[config.mk]
export PLATFORM = sky130hd
export DESIGN_NAME = led_frame_builder_flat
export DESIGN_NICKNAME = d
export VERILOG_FILES = /design/src/rtl/led_frame_builder_if.sv /design/src/rtl/led_frame_builder.sv /design/src/flat_wrapper.sv
export SDC_FILE = /design/constraint.sdc
export NUM_CORES = 1
export LEC_CHECK = 0
export CAP_MARGIN = 40
export CORE_MARGIN = 3
export CORE_UTILIZATION = 54
export DETAILED_ROUTE_END_ITERATION = 6
export PLACE_DENSITY = 0.76
export SLEW_MARGIN = 20
export SYNTH_ARGS = -nofsm -noshare
export SYNTH_HDL_FRONTEND = slang
export SYNTH_SLANG_ARGS = --single-unit
[constraint.sdc]
create_clock -name clk -period 4.99 [get_ports clk]
set_input_delay 0.7485 -clock clk [delete_from_list [all_inputs] [get_ports clk]]
set_output_delay 0.7485 -clock clk [all_outputs]
set_load 0.01 [all_outputs]
[src/rtl/led_frame_builder_if.sv]
// Row-write and commit handshake between a frame producer and led_frame_builder.
interface led_frame_builder_if;
    logic       wr_valid;
    logic       wr_ready;
    logic [2:0] wr_row;
    logic [7:0] wr_data;
    logic       commit;
    logic       commit_pending;

    modport master (
        output wr_valid, wr_row, wr_data, commit,
        input  wr_ready, commit_pending
    );

    modport slave (
        input  wr_valid, wr_row, wr_data, commit,
        output wr_ready, commit_pending
    );
endinterface

[src/rtl/led_frame_builder.sv]
// Double-buffered 8x8 LED frame store with a scan-clock generator; committed
// back-buffer contents are published mid-frame so d is stable around each load edge.
module led_frame_builder #(
    parameter int SCAN_DIV = 2048
) (
    input  logic                 clk,
    input  logic                 rst,
    led_frame_builder_if.slave   wr,
    output logic                 scanclk,
    output logic                 frame_tick,
    output logic [63:0]          d
);
    localparam int DW = (SCAN_DIV > 2) ? $clog2(SCAN_DIV) : 1;
    localparam logic [DW-1:0] DIV_LAST = DW'(SCAN_DIV - 1);

    logic [DW-1:0] div_cnt;
    logic [2:0]    phase;
    logic [63:0]   back;
    logic          pending;
    logic          wrap;
    logic          rise;
    logic          swap;
    logic          wr_accept;

    assign wrap      = (div_cnt == DIV_LAST);
    assign rise      = wrap && !scanclk;
    // The swap point sits on the falling edge while phase==4, half a frame from the load edge.
    assign swap      = wrap && scanclk && (phase == 3'd4);
    assign wr_accept = wr.wr_valid && !pending;

    assign wr.wr_ready       = !pending;
    assign wr.commit_pending = pending;

    // NOTE: back is only 64 flops, so it is reset like any other register; a reset
    // must wipe half-built frames rather than leave stale rows to be committed later.
    always_ff @(posedge clk or posedge rst) begin
        if (rst) begin
            div_cnt    <= '0;
            phase      <= 3'd0;
            scanclk    <= 1'b0;
            frame_tick <= 1'b0;
            back       <= 64'h0;
            d          <= 64'h0;
            pending    <= 1'b0;
        end else begin
            // NOTE: every state update uses <= so all registers see pre-edge values,
            // which is what lets a same-cycle write land before the commit is seen.
            div_cnt    <= wrap ? '0 : div_cnt + DW'(1);
            frame_tick <= rise && (phase == 3'd0);
            if (wrap) begin
                scanclk <= !scanclk;
            end
            if (rise) begin
                phase <= phase + 3'd1;
            end
            if (wr_accept) begin
                back[{~wr.wr_row, 3'b000} +: 8] <= wr.wr_data;
            end
            if (swap && pending) begin
                d       <= back;
                pending <= 1'b0;
            end else if (wr.commit) begin
                pending <= 1'b1;
            end
        end
    end
endmodule

[src/flat_wrapper.sv]
// flat-port wrapper written by rule: the top's interface ports become plain ports
module led_frame_builder_flat 
#(
    parameter int SCAN_DIV = 2048
)
  (clk, rst, scanclk, frame_tick, d, wr_wr_valid, wr_wr_row, wr_wr_data, wr_commit, wr_wr_ready, wr_commit_pending);
  led_frame_builder_if wr_i ();
  input  logic clk;
  input  logic rst;
  output logic scanclk;
  output logic frame_tick;
  output logic [63:0] d;
  input wire logic [$bits(wr_i.wr_valid)-1:0] wr_wr_valid;
  input wire logic [$bits(wr_i.wr_row)-1:0] wr_wr_row;
  input wire logic [$bits(wr_i.wr_data)-1:0] wr_wr_data;
  input wire logic [$bits(wr_i.commit)-1:0] wr_commit;
  output wire logic [$bits(wr_i.wr_ready)-1:0] wr_wr_ready;
  output wire logic [$bits(wr_i.commit_pending)-1:0] wr_commit_pending;
  assign wr_i.wr_valid = wr_wr_valid;
  assign wr_i.wr_row = wr_wr_row;
  assign wr_i.wr_data = wr_wr_data;
  assign wr_i.commit = wr_commit;
  assign wr_wr_ready = wr_i.wr_ready;
  assign wr_commit_pending = wr_i.commit_pending;
  led_frame_builder #(.SCAN_DIV(SCAN_DIV)) u_core (.clk(clk), .rst(rst), .wr(wr_i), .scanclk(scanclk), .frame_tick(frame_tick), .d(d));
endmodule
==> results.yml, run 1 <==
# synthesis and place-and-route metrics
global_route:
  grt_max_degree: 63
  grtUsageMet2_pct: 32.0
  grt_pass1_vias: 3656
  grt_pass1_wl_um: 19500
  antenna_found_initial: 0
setup_path:
  crit_path_max_fanout: 12
  crit_chain: "clkdlybuf4s50_1 -> ha_1 -> ha_1 -> nor2b_1 -> and4_1 -> mux2_2"
  critical-path-max-stage-delay_ps: 480
  crit_family: "simple AND/OR/NAND/NOR gates"
  path_common_cell: "ha_1"
  crit_type: "in2reg"
logic_synthesis:
  ys_cells: 366
  yosys.area_share.aoi_pct: 0.653
  xor_area_share_pct: 1.33
  yosys_area_um2: 5940
  largest_area_cell: "dfrtp_1"
  top_cells_by_count: "145 x dfrtp_1, 80 x mux2_2, 44 x mux2_4, 9 x nand3_1, 8 x nor2_1"
  avgSynthCellArea_um2: 16.2
  ys_ff: 145
  ys_top_logic_family: "multiplexers"
  ys.warnings.count: 0
run_status:
  status: "complete, no violations"
place:
  dp.final_hpwl_um: 7520
  port_buffers: 82
sta:
  max_freq_mhz: 364
  rsz0062_at_grt: "no"
  maxSlewViolCount: 0
  finClkSkew_ps: 11.4
  worst_pin_slew_ps: 819
  fin_setup_tns_ps: 0
  hold_viol_final: 0
routing:
  wl_met2_um: 5450
  drt_drc_violations_left: 0
  drt_iter0_drc: 154
  dr.max_layer_used: "met4"
  first_pass_iters: 4
  wl_met1_um: 5240
  detail-route-antenna-nets: 0
  wl_met3_um: 562
clock_tree:
  numCtsBuffers: 17
  clk_latency_ps: 520
  cts_setup_buffers: 0
  ctsResizeCount: 0
  htreeDepth: 4
  postCtsHoldBufs: 0
flow_run:
  openroad.warnings: 28
  maxCapViolations: 0
floorplanning:
  ios: 83
  die_area_um2: 12300
power:
  total_power_mw: 2.54
  powerSeq_mw: 1.20
  swShare_pct: 21.4
cells_and_area:
  n_all_buffers: 86
  n_all_inverters: 5
  largest_cell_class: "registers"
  diodes: 0
==> run 1: path summary, 6_finish.rpt <==
| path | start | to | slack, ps | cells past startpoint |
|---|---|---|---|---|
| worst max register to register | u_core.div_cnt[0]$_DFF_PP0_ | u_core.d[24]$_DFFE_PP0P_ | 2380 | 5 |
| max in group asynchronous | rst | u_core.back[4]$_DFFE_PP0P_ | 3200 | 4 |
| worst min register to register | u_core.d[54]$_DFFE_PP0P_ | u_core.d[54]$_DFFE_PP0P_ | 490 | 1 |
| min in group asynchronous | rst | u_core.d[26]$_DFFE_PP0P_ | 680 | 2 |
| worst max-delay path | wr_wr_row[0] | u_core.back[22]$_DFFE_PP0P_ | 2240 | 6 |
| worst min-delay path | u_core.d[54]$_DFFE_PP0P_ | u_core.d[54]$_DFFE_PP0P_ | 490 | 1 |
Figure 1. Cell classes on the final placement (run 1).
Fill, decap, tap and diode cells in gray.
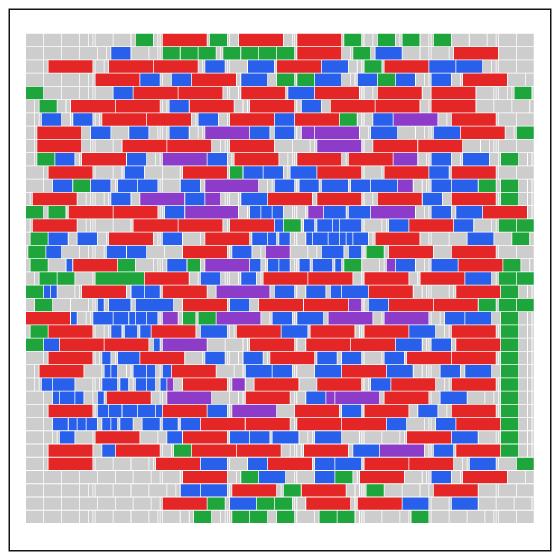
class	color	cells
clock drivers and dummy loads	purple	31
flops	red	145
all other logic	blue	211
other buffers and delay cells	green	86
Seq/total area: 48.7%
FP Rows: 37
cell area after layout: 7440 um^2
Core Region: 10,500 um^2

Figure 2. Cell outlines without signal wires (run 1).
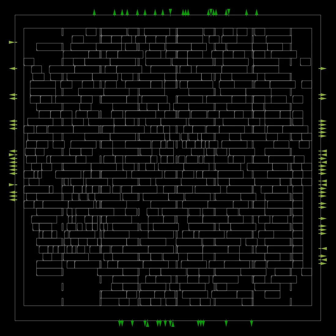
tap cell count: 136
filler instances: 699
flip-flops: 145
Final Non-Filler Cells: 609
Util after Layout: 70.8%

Figure 3. Signal metal coverage by tile (run 1).
22 x 22 tiles, from dark blue (low) to red (high), scaled to the fullest tile. Values are wire area over tile area, all layers added.
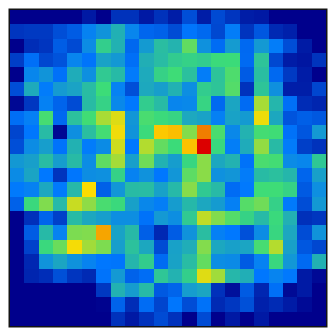
tiles over half the peak	12%
densest ninth of the die	center
nearly empty tiles	11%
fullest tile	0.51
mean over tiles	0.15
wire per inst: 18.8 um
vias post-DR: 3,306
GRT Util Overall: 20.1%
final wirelength: 11,400 um

Figure 4. PDN straps and rails (run 1).
Bar = 20 um. Pins as bars on the die edge. Tap cells in gray.
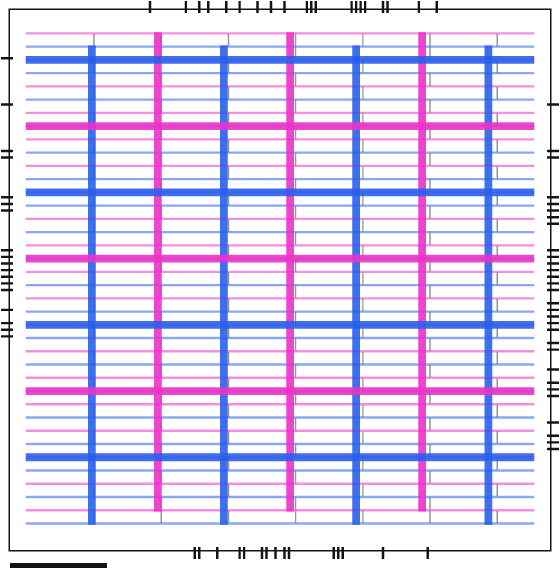
net	color
VDD	magenta
VSS	blue
met5 straps	7
tap cells	136
signal pins	83
met4 straps	7
rows	37
die width: 111 um
Die H: 111 um

Figure 5. I/O nets highlighted (run 1).
Bar = 20 um.
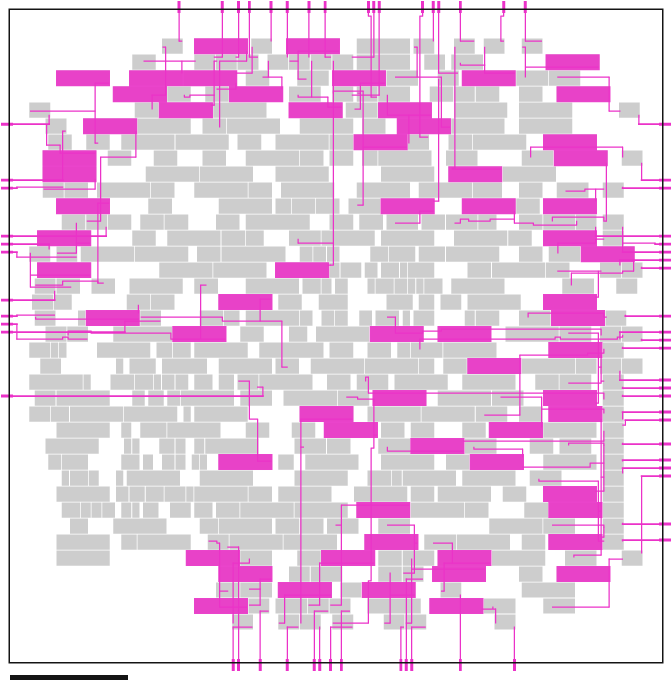

## Run 2: what changed since run 1
clock period = 2.6 ns   (was 4.99 ns; I/O delays follow)
Figure 6. I/O nets highlighted (run 2).
Bar = 20 um.
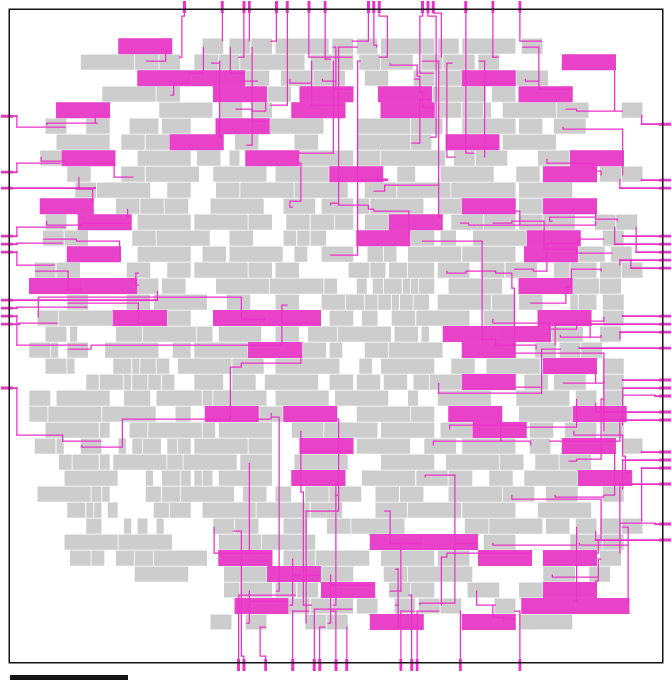
port	color	bits	direction	end cells	buffers	wire
d	magenta	64	output	64	64	2,170 um
port bufs: 82
I/O pin count: 83

Figure 7. Cell classes on the final placement (run 2).
Fill, decap, tap and diode cells in gray.
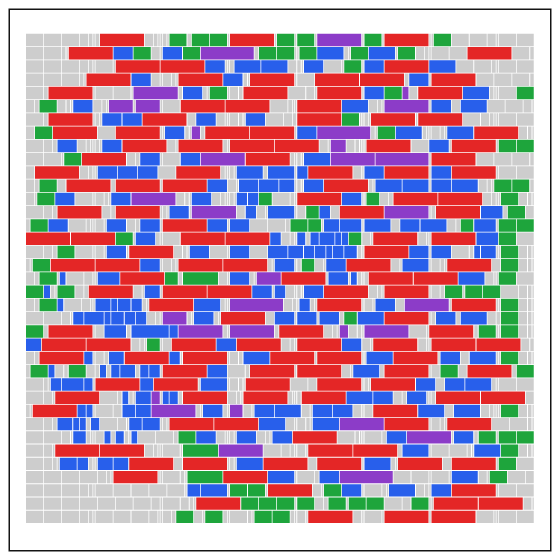
class	color	cells
clock drivers and dummy loads	purple	31
all other logic	blue	211
other buffers and delay cells	green	95
flops	red	145
Seq/total area: 47.9%
cell area after layout: 7580 um^2
Util after Layout: 72.1%

==> run 2 against run 1 <==
Routed wire length grew 4.4%. Count of clock-buffer cells in the layout grew 2. Die size is the same. Via count grew 2.3%. Global-route usage grew 0.24 points. Register-to-register slack lost 2100 ps. Combinational power grew 100%. Sequential power grew 93%. Area after synthesis is the same. Worst hold slack lost 150 ps. Sequential cell count is the same. Sequential share of layout area shrank 0.87 points. Critical path type is now reg2reg. Largest cell class unchanged.
==> results.yml, run 2 <==
# synthesis and place-and-route metrics
cells_and_area:
  diodes: 0
setup_path:
  crit_family: "simple AND/OR/NAND/NOR gates"
  rrSetupSlack_ps: 230
  path_depth: 5
  critical-path-max-stage-delay_ps: 460
  r2r_end: "u_core.d[41]$_DFFE_PP0P_"
  critPathLaunch: "u_core.div_cnt[0]$_DFF_PP0_"
  r2r-start: "u_core.div_cnt[0]$_DFF_PP0_"
  crit_end: "u_core.d[41]$_DFFE_PP0P_"
  r2r_cells: 5
routing:
  drt_wl_total_um: 11900
  detail-route-antenna-nets: 0
  first_pass_iters: 4
  drt_iter0_drc: 145
  vias: 3382
  drt_drc_violations_left: 0
  wl_per_cell_um: 19.3
place:
  dpl_worst_slack_ps: -3.64
global_route:
  grt_max_degree: 75
  antenna_found_initial: 0
  grt_pass1_wl_um: 19600
  grt_pass1_vias: 3622
  track_usage_pct: 20.3
floorplanning:
  placementRows: 37
  core_area_um2: 10500
  die_h_um: 111
logic_synthesis:
  ys_cells: 366
  largest_area_cell: "dfrtp_1"
  yosys_area_um2: 5940
  xor_area_share_pct: 1.33
  yosys.area_share.aoi_pct: 0.653
  ys_ff: 145
  ys.warnings.count: 0
  avgSynthCellArea_um2: 16.2
sta:
  finClkSkew_ps: 8.63
  rsz0062_at_grt: "no"
  worst_pin_slew_ps: 534
  max_freq_mhz: 422
  hold_viol_final: 0
  fin_setup_tns_ps: 0
  maxSlewViolCount: 0
clock_tree:
  postCtsHoldBufs: 0
  htreeDepth: 4
  ctsResizeCount: 0
  cts_setup_buffers: 0
  clk_latency_ps: 520
  numCtsBuffers: 17
run_status:
  status: "complete, no violations"
flow_run:
  openroad.warnings: 28
[run 2: cell counts after synthesis]
Identical to the previous run, type by type.
[run 2: cell type report]
type	count	area [um^2]
Sequential cell	145	3630
Multi-Input combinational cell	206	2160
Timing Repair Buffer	95	956
Tap cell	136	170
Clock inverter	10	181
Clock buffer	21	459
Inverter	5	22.5
Fill cell	685	2930
[run 2: through the flow]
step / hold WS [ps] / power (mW) / instances
finish: 343 / 5.10 / 618
global route: 383 / 5.26 / 618
CTS: 359 / 5.15 / 618
detailed placement: 471 / 2.51 / 587
global placement: 468 / 2.50 / 587
floorplan: 447 / 2.42 / 366
[run 2: metal layers]
metal	global-route usage, %	vias up	routed length, um
li1	-	1506	-
met1	27.5	1753	5390
met2	31.7	104	5710
met3	5.02	19	639
met4	8.13	0	203
met5	0	-	0
Power and IR drop assume default switching activity.
